`config.mk`:
```
export PLATFORM = sky130hd
export DESIGN_NAME = scsi_fifo
export DESIGN_NICKNAME = d
export VERILOG_FILES = /design/src/rtl/scsi_fifo_pkg.sv /design/src/rtl/scsi_fifo_ptr.sv /design/src/rtl/scsi_fifo.sv
export SDC_FILE = /design/constraint.sdc
export NUM_CORES = 1
export LEC_CHECK = 0
export CORE_ASPECT_RATIO = 1.25
export CORE_UTILIZATION = 43
export CTS_BUF_LIST = sky130_fd_sc_hd__clkbuf_8
export DETAILED_ROUTE_END_ITERATION = 10
export HOLD_SLACK_MARGIN = 0.08
export PLACE_DENSITY = 0.73
export SYNTH_ARGS = -nofsm -noshare
export SYNTH_HDL_FRONTEND = slang
export SYNTH_SLANG_ARGS = --single-unit
```
`constraint.sdc`:
```
create_clock -name CPUCLK -period 3.43 [get_ports CPUCLK]
set_input_delay 0.5145 -clock CPUCLK [delete_from_list [all_inputs] [get_ports CPUCLK]]
set_output_delay 0.5145 -clock CPUCLK [all_outputs]
set_load 0.02 [all_outputs]
```
`src/rtl/scsi_fifo_pkg.sv`:
```
`default_nettype none
// ============================================================================
//  Module   : scsi_fifo_pkg
//  Purpose  : Shared defaults, byte-lane constants and lane helper for the
//             SCSI longword FIFO.
//  Contents : c_DEPTH_DEF / c_AW_DEF  default depth and pointer width
//             c_BO_W                  byte pointer width
//             c_LANE_HI_0..3          high-bit offset of each byte lane
//             lane_sel()              byte pointer -> high-bit offset
//  Revision : 1.0  initial release
// ============================================================================
package scsi_fifo_pkg;

    localparam int c_DEPTH_DEF = 8;
    localparam int c_AW_DEF    = 3;
    localparam int c_BO_W      = 2;

    // Big-endian 68k lane order: byte pointer 0 is the most significant byte.
    localparam logic [4:0] c_LANE_HI_0 = 5'd31;
    localparam logic [4:0] c_LANE_HI_1 = 5'd23;
    localparam logic [4:0] c_LANE_HI_2 = 5'd15;
    localparam logic [4:0] c_LANE_HI_3 = 5'd7;

    function automatic logic [4:0] lane_sel(input logic [c_BO_W-1:0] bo);
        logic [4:0] hi;
        hi = c_LANE_HI_0;
        case (bo)
            2'd0:    hi = c_LANE_HI_0;
            2'd1:    hi = c_LANE_HI_1;
            2'd2:    hi = c_LANE_HI_2;
            default: hi = c_LANE_HI_3;
        endcase
        return hi;
    endfunction

endpackage : scsi_fifo_pkg
`default_nettype wire

```
`src/rtl/scsi_fifo_ptr.sv`:
```
`default_nettype none
// ============================================================================
//  Module   : scsi_fifo_ptr
//  Purpose  : Next-in / next-out pointers, entry count, full/empty decode and
//             protocol error detection for the SCSI longword FIFO.
//  Ports    : clk        clock (rising edge)
//             rst        synchronous active-high reset
//             i_flush    synchronous clear of pointers, count and error
//             i_inc_ni   commit entry at NI
//             i_inc_no   release entry at NO
//             i_wr_req   a data write is being requested this cycle
//             o_ni/o_no  current pointers
//             o_full     count == DEPTH
//             o_empty    count == 0
//             o_err      sticky protocol error
//  Options  : SCSI_FIFO_ERR_EN  enables the error detector; otherwise o_err=0
//  Revision : 1.0  initial release
// ============================================================================
module scsi_fifo_ptr
    import scsi_fifo_pkg::*;
#(
    parameter int DEPTH = c_DEPTH_DEF,
    parameter int AW    = c_AW_DEF
) (
    input  logic          clk,
    input  logic          rst,
    input  logic          i_flush,
    input  logic          i_inc_ni,
    input  logic          i_inc_no,
    input  logic          i_wr_req,
    output logic [AW-1:0] o_ni,
    output logic [AW-1:0] o_no,
    output logic          o_full,
    output logic          o_empty,
    output logic          o_err
);

    localparam logic [AW:0] c_FULL = (AW+1)'(DEPTH);

    logic [AW-1:0] r_ni;
    logic [AW-1:0] r_no;
    logic [AW:0]   r_count;

    logic w_full;
    logic w_empty;
    logic w_do_ni;
    logic w_do_no;

    assign w_full  = (r_count == c_FULL);
    assign w_empty = (r_count == '0);

    // Each request is judged against the pre-edge count; this alone yields the
    // simultaneous rules (empty: only NI moves, full: only NO moves).
    assign w_do_ni = i_inc_ni & ~w_full;
    assign w_do_no = i_inc_no & ~w_empty;

    always_ff @(posedge clk) begin
        if (rst || i_flush) begin
            r_ni    <= '0;
            r_no    <= '0;
            r_count <= '0;
        end else begin
            // Pointers wrap naturally because DEPTH == 2**AW.
            if (w_do_ni) r_ni <= r_ni + 1'b1;
            if (w_do_no) r_no <= r_no + 1'b1;
            case ({w_do_ni, w_do_no})
                2'b10:   r_count <= r_count + 1'b1;
                2'b01:   r_count <= r_count - 1'b1;
                default: r_count <= r_count;
            endcase
        end
    end

`ifdef SCSI_FIFO_ERR_EN
    logic r_err;
    logic w_err_evt;

    assign w_err_evt = (i_inc_ni & w_full  & ~i_inc_no) |
                       (i_inc_no & w_empty & ~i_inc_ni) |
                       (i_wr_req & w_full);

    always_ff @(posedge clk) begin
        if (rst || i_flush) begin
            r_err <= 1'b0;
        end else if (w_err_evt) begin
            r_err <= 1'b1;
        end
    end

    assign o_err = r_err;
`else
    logic w_unused_wr_req;
    assign w_unused_wr_req = i_wr_req;
    assign o_err = 1'b0;
`endif

    assign o_ni    = r_ni;
    assign o_no    = r_no;
    assign o_full  = w_full;
    assign o_empty = w_empty;

endmodule : scsi_fifo_ptr
`default_nettype wire

```
`src/rtl/scsi_fifo.sv`:
```
`default_nettype none
// ============================================================================
//  Module   : scsi_fifo
//  Purpose  : Longword data FIFO between the SCSI DMA state machine and the
//             host/DMA bus. Packs SCSI bytes into 32-bit entries and presents
//             entries (or the byte lane selected by BO) for the reverse path.
//  Ports    : CPUCLK     clock (rising edge)
//             RESET      synchronous active-high reset
//             FLUSH      synchronous clear of pointers, count, BO, error
//             INCBO      advance byte pointer (mod 4)
//             INCNI      commit entry at NI
//             INCNO      release entry at NO
//             LBYTE_     active-low byte write into lane BO of entry NI
//             LHOST      longword write into entry NI (wins over LBYTE_)
//             SCSI_DIN   byte from SCSI IC
//             HOST_DIN   longword from CPU/DMA bus
//             HOST_DOUT  entry at NO
//             SCSI_DOUT  lane BO of entry NO
//             BOEQ3      BO == 3
//             FIFOFULL   count == DEPTH
//             FIFOEMPTY  count == 0
//             FIFO_ERR   sticky protocol error
//  Options  : SCSI_FIFO_ERR_EN  enables FIFO_ERR; otherwise it is tied low
//  Revision : 1.0  initial release
// ============================================================================
module scsi_fifo
    import scsi_fifo_pkg::*;
#(
    parameter int DEPTH = c_DEPTH_DEF,
    parameter int AW    = c_AW_DEF
) (
    input  logic        CPUCLK,
    input  logic        RESET,
    input  logic        FLUSH,
    input  logic        INCBO,
    input  logic        INCNI,
    input  logic        INCNO,
    input  logic        LBYTE_,
    input  logic        LHOST,
    input  logic [7:0]  SCSI_DIN,
    input  logic [31:0] HOST_DIN,
    output logic [31:0] HOST_DOUT,
    output logic [7:0]  SCSI_DOUT,
    output logic        BOEQ3,
    output logic        FIFOFULL,
    output logic        FIFOEMPTY,
    output logic        FIFO_ERR
);

    logic [31:0]       r_mem [DEPTH];
    logic [c_BO_W-1:0] r_bo;

    logic [AW-1:0] w_ni;
    logic [AW-1:0] w_no;
    logic          w_full;
    logic          w_empty;
    logic          w_wr_req;
    logic          w_wr_host;
    logic          w_wr_byte;
    logic [3:0]    w_lane_we;
    logic [7:0]    w_lane_d [4];

    scsi_fifo_ptr #(
        .DEPTH (DEPTH),
        .AW    (AW)
    ) u_ptr (
        .clk      (CPUCLK),
        .rst      (RESET),
        .i_flush  (FLUSH),
        .i_inc_ni (INCNI),
        .i_inc_no (INCNO),
        .i_wr_req (w_wr_req),
        .o_ni     (w_ni),
        .o_no     (w_no),
        .o_full   (w_full),
        .o_empty  (w_empty),
        .o_err    (FIFO_ERR)
    );

    // When full NI == NO, so any write would corrupt the entry being read.
    assign w_wr_req  = LHOST | ~LBYTE_;
    assign w_wr_host = LHOST & ~w_full;
    assign w_wr_byte = ~LBYTE_ & ~LHOST & ~w_full;

    for (genvar g = 0; g < 4; g++) begin : g_lane
        assign w_lane_we[g] = w_wr_host | (w_wr_byte & (r_bo == c_BO_W'(g)));
        assign w_lane_d[g]  = w_wr_host ? HOST_DIN[lane_sel(c_BO_W'(g)) -: 8] : SCSI_DIN;
    end

    // Storage is deliberately not reset; pointers define what is valid.
    always_ff @(posedge CPUCLK) begin
        for (int l = 0; l < 4; l++) begin
            if (w_lane_we[l]) begin
                r_mem[w_ni][lane_sel(c_BO_W'(l)) -: 8] <= w_lane_d[l];
            end
        end
    end

    always_ff @(posedge CPUCLK) begin
        if (RESET || FLUSH) begin
            r_bo <= '0;
        end else if (INCBO) begin
            r_bo <= r_bo + 1'b1;
        end
    end

    assign HOST_DOUT = r_mem[w_no];
    assign SCSI_DOUT = HOST_DOUT[lane_sel(r_bo) -: 8];
    assign BOEQ3     = (r_bo == 2'd3);
    assign FIFOFULL  = w_full;
    assign FIFOEMPTY = w_empty;

endmodule : scsi_fifo
`default_nettype wire

```
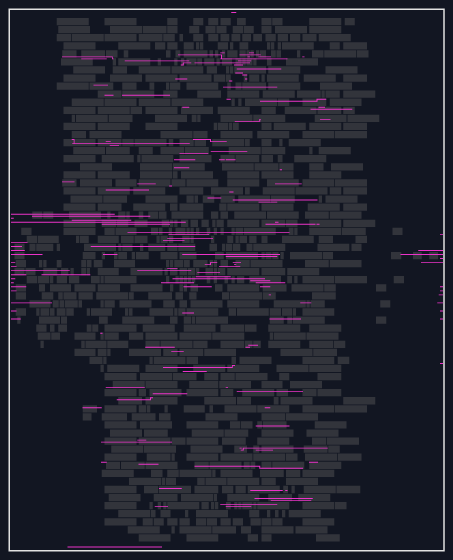
Figure 1: run 1, met3 routing.
Cells faint in the background.
share of all routed wire: 5.4%
nets with wire on the layer: 100
drt total wl: 26.34 mm
DR vias: 6,131
met3 Track Usage GR: 3.200%

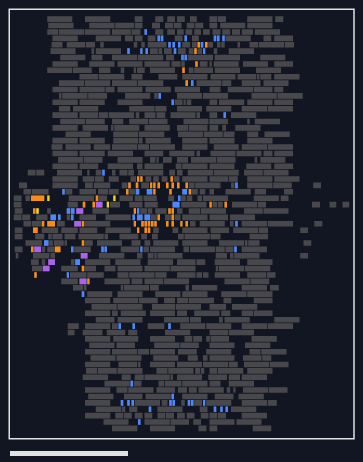
Figure 2: run 1, gate-type map.
Scale bar: 50 um.
legend:
  orange:
    family: NOR gates
    cells: 57
  blue:
    family: NAND gates
    cells: 67
  purple:
    family: XOR/XNOR gates
    cells: 8
    where: west
  yellow:
    family: inverters
    cells: 4
    where: west
final std cells w/o fill: 1,115
Comb/total area: 22.32%
Top cell excl fill/tap: edfxtp_1

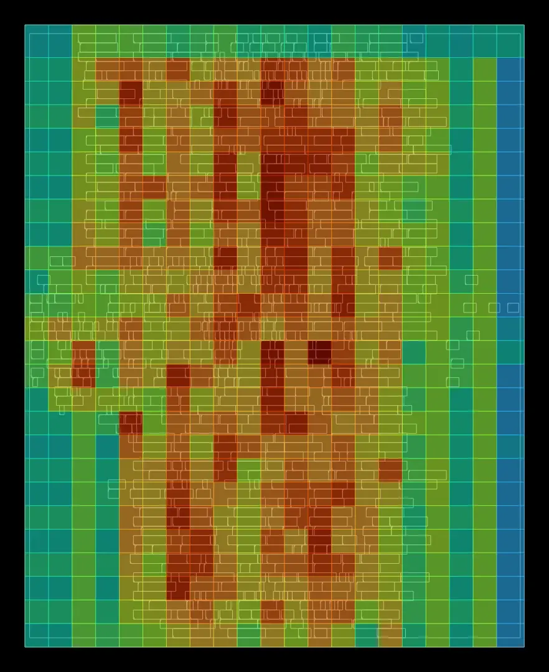
Figure 3: run 1, congestion heat map.
GRT Total Usage: 20.13%
GR Util met2: 35.43%
routing usage on met1: 23.79%
grt peak-use layer: met2

==> metrics.yaml, run 1 <==
run_status: "finished clean"
p_int_uw: 5122
cp_cell_sequence: "buf_12 > mux4_2 > mux2_2 > o22ai_2 > nor2_1 > dlygate4sd2_1"
top_layer_used: "met4"
max-vdd-ir-drop_mv: 0.2464
grt-ovfl-total: 0
yosys_warnings: 0
yosysChipArea_um2: 11150
swShare_pct: 23.28
crit_type: "reg2out"
seq_power_uw: 3720
crit_arrival_ns: 2.76
drc: 0
dpl_cell_area_um2: 12650
dpl_worst_slack_ns: 0.2794
tightest_slew_ns: 0.5919
initial_core_util_pct: 43.95
inverters: 4
ys_sh_aoi_pct: 3.231
dominant_cells: "sequential cells"
comb_area_um2: 2990
cts.clk_slew.worst_paths_ns: 0.06
dp.cells: 1044
worst_slack_ns: 0.1594
drive_gt1_share_pct: 26.67
wl_met1_mm: 10.05
final.min_clock_period_ns: 3.271
tool_warnings: 30
fmax_mhz: 305.8
ys_sh_adder_pct: 1.010
die-area_um2: 26590
die_h_um: 182.1
hold_ws_ns: 0.5145
ys_types: 37
wl_met3_mm: 1.412
fill_cells: 2000
avgViaCountPerCell: 5.499
comb_power_share_pct: 10.3
synth-seq-cells: 271
edf_count: 256
grt_pass1_vias: 6453
r2r-start: "u_ptr.r_count[1]"
maxPowerGroup: "sequential cells"
path_buffers: 2
synthTopCellsByCount: "edfxtp_1, mux4_2, nand2_1, nor2_1, mux2_2"
cts_buffer_depth: 3
insertedDiodeCount: 0
antenna_found_initial: 0
power_density_nw_per_um2: 498.3
htree_levels: 2
syn_nets: 671
seq_area_um2: 7993
pin_count: 92
start_kind: "flip-flop"
synth_top_area_share_pct: 68.93
top_area_cell: "edfxtp_1"
timing.rr.end: "u_ptr.r_count[2]"
yosys_cells: 614
simple_gate_share_pct: 5.160
clock-sinks: 271
largest_reg_flops: 256
bufAreaShareNonClock_pct: 9.695
power_leakage_uw: 0.004470
cts_setup_buffers: 4
Figure 4. Cells by drive strength (run 1).
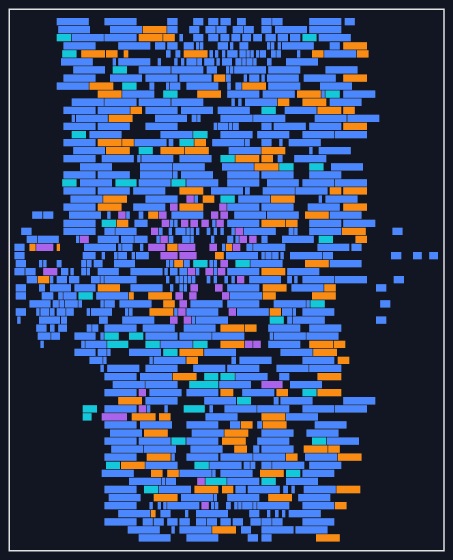

==> inputs of run 2 (changes only) <==
- DONT_BUFFER_PORTS: unset -> 1
- PLACE_DENSITY: 0.73 -> 0.69
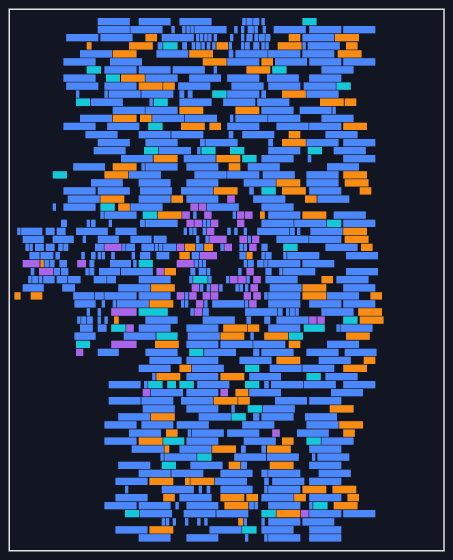
Figure 5: run 2, cells by drive strength.
legend:
  blue:
    size: drive 1 or less
    cells: 488
    share: 70%
  orange:
    size: drive 2
    cells: 110
    share: 16%
  cyan:
    size: drive 6 and up
    cells: 47
    share: 6.8%
  purple:
    size: drive 3 to 4
    cells: 51
    share: 7.3%

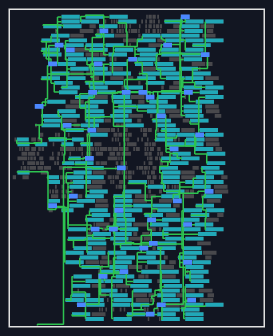
Figure 6: run 2, routed clock nets over the placement.
legend:
  blue:
    item: cells driving clock nets
    count: 40
  green:
    item: clock wires
    length: 3,040 um
  cyan:
    item: flip-flops
    count: 271
routed clock nets: 41
P_clk: 2320 uW
clock latency on the worst-skew pair: 0.53 ns
clock share of power: 35.4%
Layout Skew: 0.01087 ns

==> run 2 against run 1 <==
Critical path depth down 1. Register-to-register slack better by 0.05 ns. Synthesized cell count stayed put. Global-route usage down 0.67 points. Wire length fell by 3.5%. Clock power increased by 2%. Critical endpoint is now SCSI_DOUT[2]. First-iteration DRC count down 12%. Worst setup slack worse by 0.081 ns. Count of clock-buffer cells in the layout is the same. Via count decreased by 5.0%. Highest routed layer unchanged. Sequential share of layout area up 4.3 points.
==> metrics.yaml, run 2 <==
timing.rr.end: "u_ptr.r_count[2]"
power_density_nw_per_um2: 525.2
yosys_cells: 614
comb_area_um2: 2962
syn_inst: 614
pin_count: 92
synthTopCellsByCount: "edfxtp_1, mux4_2, nand2_1, nor2_1, mux2_2"
drive_gt1_share_pct: 29.89
yosys_warnings: 0
clock-sinks: 271
insertedDiodeCount: 0
largest_reg_flops: 256
crit_type: "reg2out"
cp_cell_sequence: "ha_1 > o21ba_2 > nand2b_1 > o22ai_1 > nor2_1"
crit_family: "AND-OR/OR-AND gates"
hold_ws_ns: 0.1368
gr-max-usage-layer: "met2"
seq_area_um2: 7995
run_status: "finished clean"
comb_share_pct: 23.70
final.min_clock_period_ns: 3.352
cts_buffer_depth: 3
tightest_slew_ns: 0.8927
die_h_um: 182.1
track_usage_pct: 19.45
num-nonclk-buffers: 45
top_logic_kind: "multiplexers"
p_int_uw: 4999
swShare_pct: 23.83
dominant_cells: "sequential cells"
max-vdd-ir-drop_mv: 0.2052
ys_sh_aoi_pct: 3.231
final_common_cell: "edfxtp_1"
grt_use_met1_pct: 23.83
dp.cells: 954
crit_arrival_ns: 2.84
grt_max_degree: 37
power_leakage_uw: 0.004109
simple_gate_share_pct: 5.160
drc: 0
wl_met3_mm: 1.727
vias: 5822
worst_slack_ns: 0.07822
initial_core_util_pct: 43.95
bufAreaShareNonClock_pct: 3.164
grt_pass1_vias: 5967
path_buffers: 0
fmax_mhz: 298.3
cts_setup_buffers: 4
yosysChipArea_um2: 11150
top_layer_used: "met4"
maxSlewViolCount: 0
synth_top_area_share_pct: 68.93
port_buffers: 0
die-area_um2: 26590
grt-ovfl-total: 0
maxPowerGroup: "sequential cells"
edf_count: 256
cts.clk_slew.worst_paths_ns: 0.06
ys_sh_adder_pct: 1.010
met2_usage_pct: 32.10
fill_cells: 2056
wl_met1_mm: 9.455
dpl_cell_area_um2: 11720
antenna_found_initial: 0
synth-seq-cells: 271
comb_power_share_pct: 7.9
cts_hold_buf: 0
logic_gates: 303
r2r-start: "u_ptr.r_count[1]"
crit_end: "SCSI_DOUT[2]"
htree_levels: 2
met3_usage_pct: 3.500
final_cells: 1031
critPathMaxFanout: 8
wirelength_mm: 25.41
ys_types: 37
tool_warnings: 30
inverters: 4
==> inputs of run 3 (changes only) <==
- TNS_END_PERCENT: unset -> 50
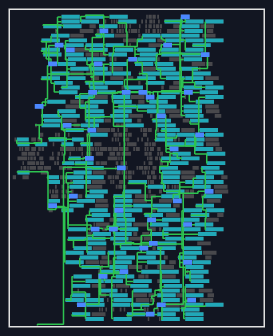
Figure 7: run 3, routed clock nets over the placement.
legend:
  blue:
    item: cells driving clock nets
    count: 40
  green:
    item: clock wires
    length: 3,040 um
  cyan:
    item: flip-flops
    count: 271
routed clock nets: 41

==> run 3 against run 2 <==
Critical path type unchanged. Die size stayed put. Synthesized cell count is the same. Register-to-register slack about the same. Sequential power about the same. Largest cell class unchanged. Utilization unchanged. Non-clock buffer count did not move. Cell count did not move. Critical path depth unchanged. Total power did not move. Global-route usage unchanged. Count of clock-buffer cells in the layout did not move. Area after synthesis is the same.
==> metrics.yaml, run 3 <==
power_leakage_uw: 0.004109
logic_gates: 303
dpl_cell_area_um2: 11720
critPathMaxFanout: 8
skew_ns: 0.01087
grt-ovfl-total: 0
cts.clk_slew.worst_paths_ns: 0.06
grt_pass1_vias: 5967
num-nonclk-buffers: 45
crit_end: "SCSI_DOUT[2]"
pin_count: 92
ys_sh_adder_pct: 1.010
ys_sh_aoi_pct: 3.231
seq_power_uw: 3720
htree_levels: 2
fill_cells: 2056
worst_slack_ns: 0.07822
crit_slowest_cell: "o22ai_1"
max-vdd-ir-drop_mv: 0.2052
vias: 5822
fp-row-count: 65
swShare_pct: 23.83
largest_reg_flops: 256
dpl_worst_slack_ns: 0.4513
crit_family: "AND-OR/OR-AND gates"
p_int_uw: 4999
comb_power_share_pct: 7.9
wirelength_mm: 25.41
port_buffers: 0
cts_hold_buf: 0
met3_usage_pct: 3.500
cts_buffer_depth: 3
dominant_cells: "sequential cells"
pwr-share-clk_pct: 35.4
power_density_nw_per_um2: 525.2
comb_area_um2: 2962
inverters: 4
die-area_um2: 26590
gr-max-usage-layer: "met2"
timing.rr.end: "u_ptr.r_count[2]"
syn_nets: 671
wl_met1_mm: 9.455
tightest_slew_ns: 0.8927
synth_top_area_share_pct: 68.93
synthTopCellsByCount: "edfxtp_1, mux4_2, nand2_1, nor2_1, mux2_2"
yosysChipArea_um2: 11150
met2_usage_pct: 32.10
final.min_clock_period_ns: 3.352
wl_met3_mm: 1.727
clock_latency_ns: 0.53
top_layer_used: "met4"
ys_types: 37
grt_use_met1_pct: 23.83
crit_arrival_ns: 2.84
hold_ws_ns: 0.1368
die_h_um: 182.1
path_buffers: 0
yosys_cells: 614
bufAreaShareNonClock_pct: 3.164
nNetsFinal: 722
drc: 0
cts_setup_buffers: 4
fmax_mhz: 298.3
grt_max_degree: 37
initial_core_util_pct: 43.95
synth-seq-cells: 271
start_kind: "flip-flop"
pg_clk_uw: 2320
final_common_cell: "edfxtp_1"
dp.cells: 954
avgViaCountPerCell: 5.647
fin_util_pct: 49.25
clock-sinks: 271
simple_gate_share_pct: 5.160
r2r-start: "u_ptr.r_count[1]"
final.setup.tns_ns: 0
top_area_cell: "edfxtp_1"
crit_type: "reg2out"
top_logic_kind: "multiplexers"
edf_count: 256
run_status: "finished clean"
insertedDiodeCount: 0
drive_gt1_share_pct: 29.89
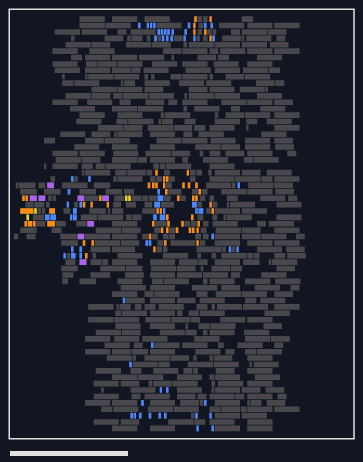
Figure 8: run 3, gate-type map.
Scale bar: 50 um.
legend:
  purple:
    family: XOR/XNOR gates
    cells: 8
    where: west
  yellow:
    family: inverters
    cells: 4
    where: west
  orange:
    family: NOR gates
    cells: 57
  blue:
    family: NAND gates
    cells: 67
Comb/total area: 23.70%
final std cells w/o fill: 1,031

No activity file was given, so power comes from the tool's default toggle rates.
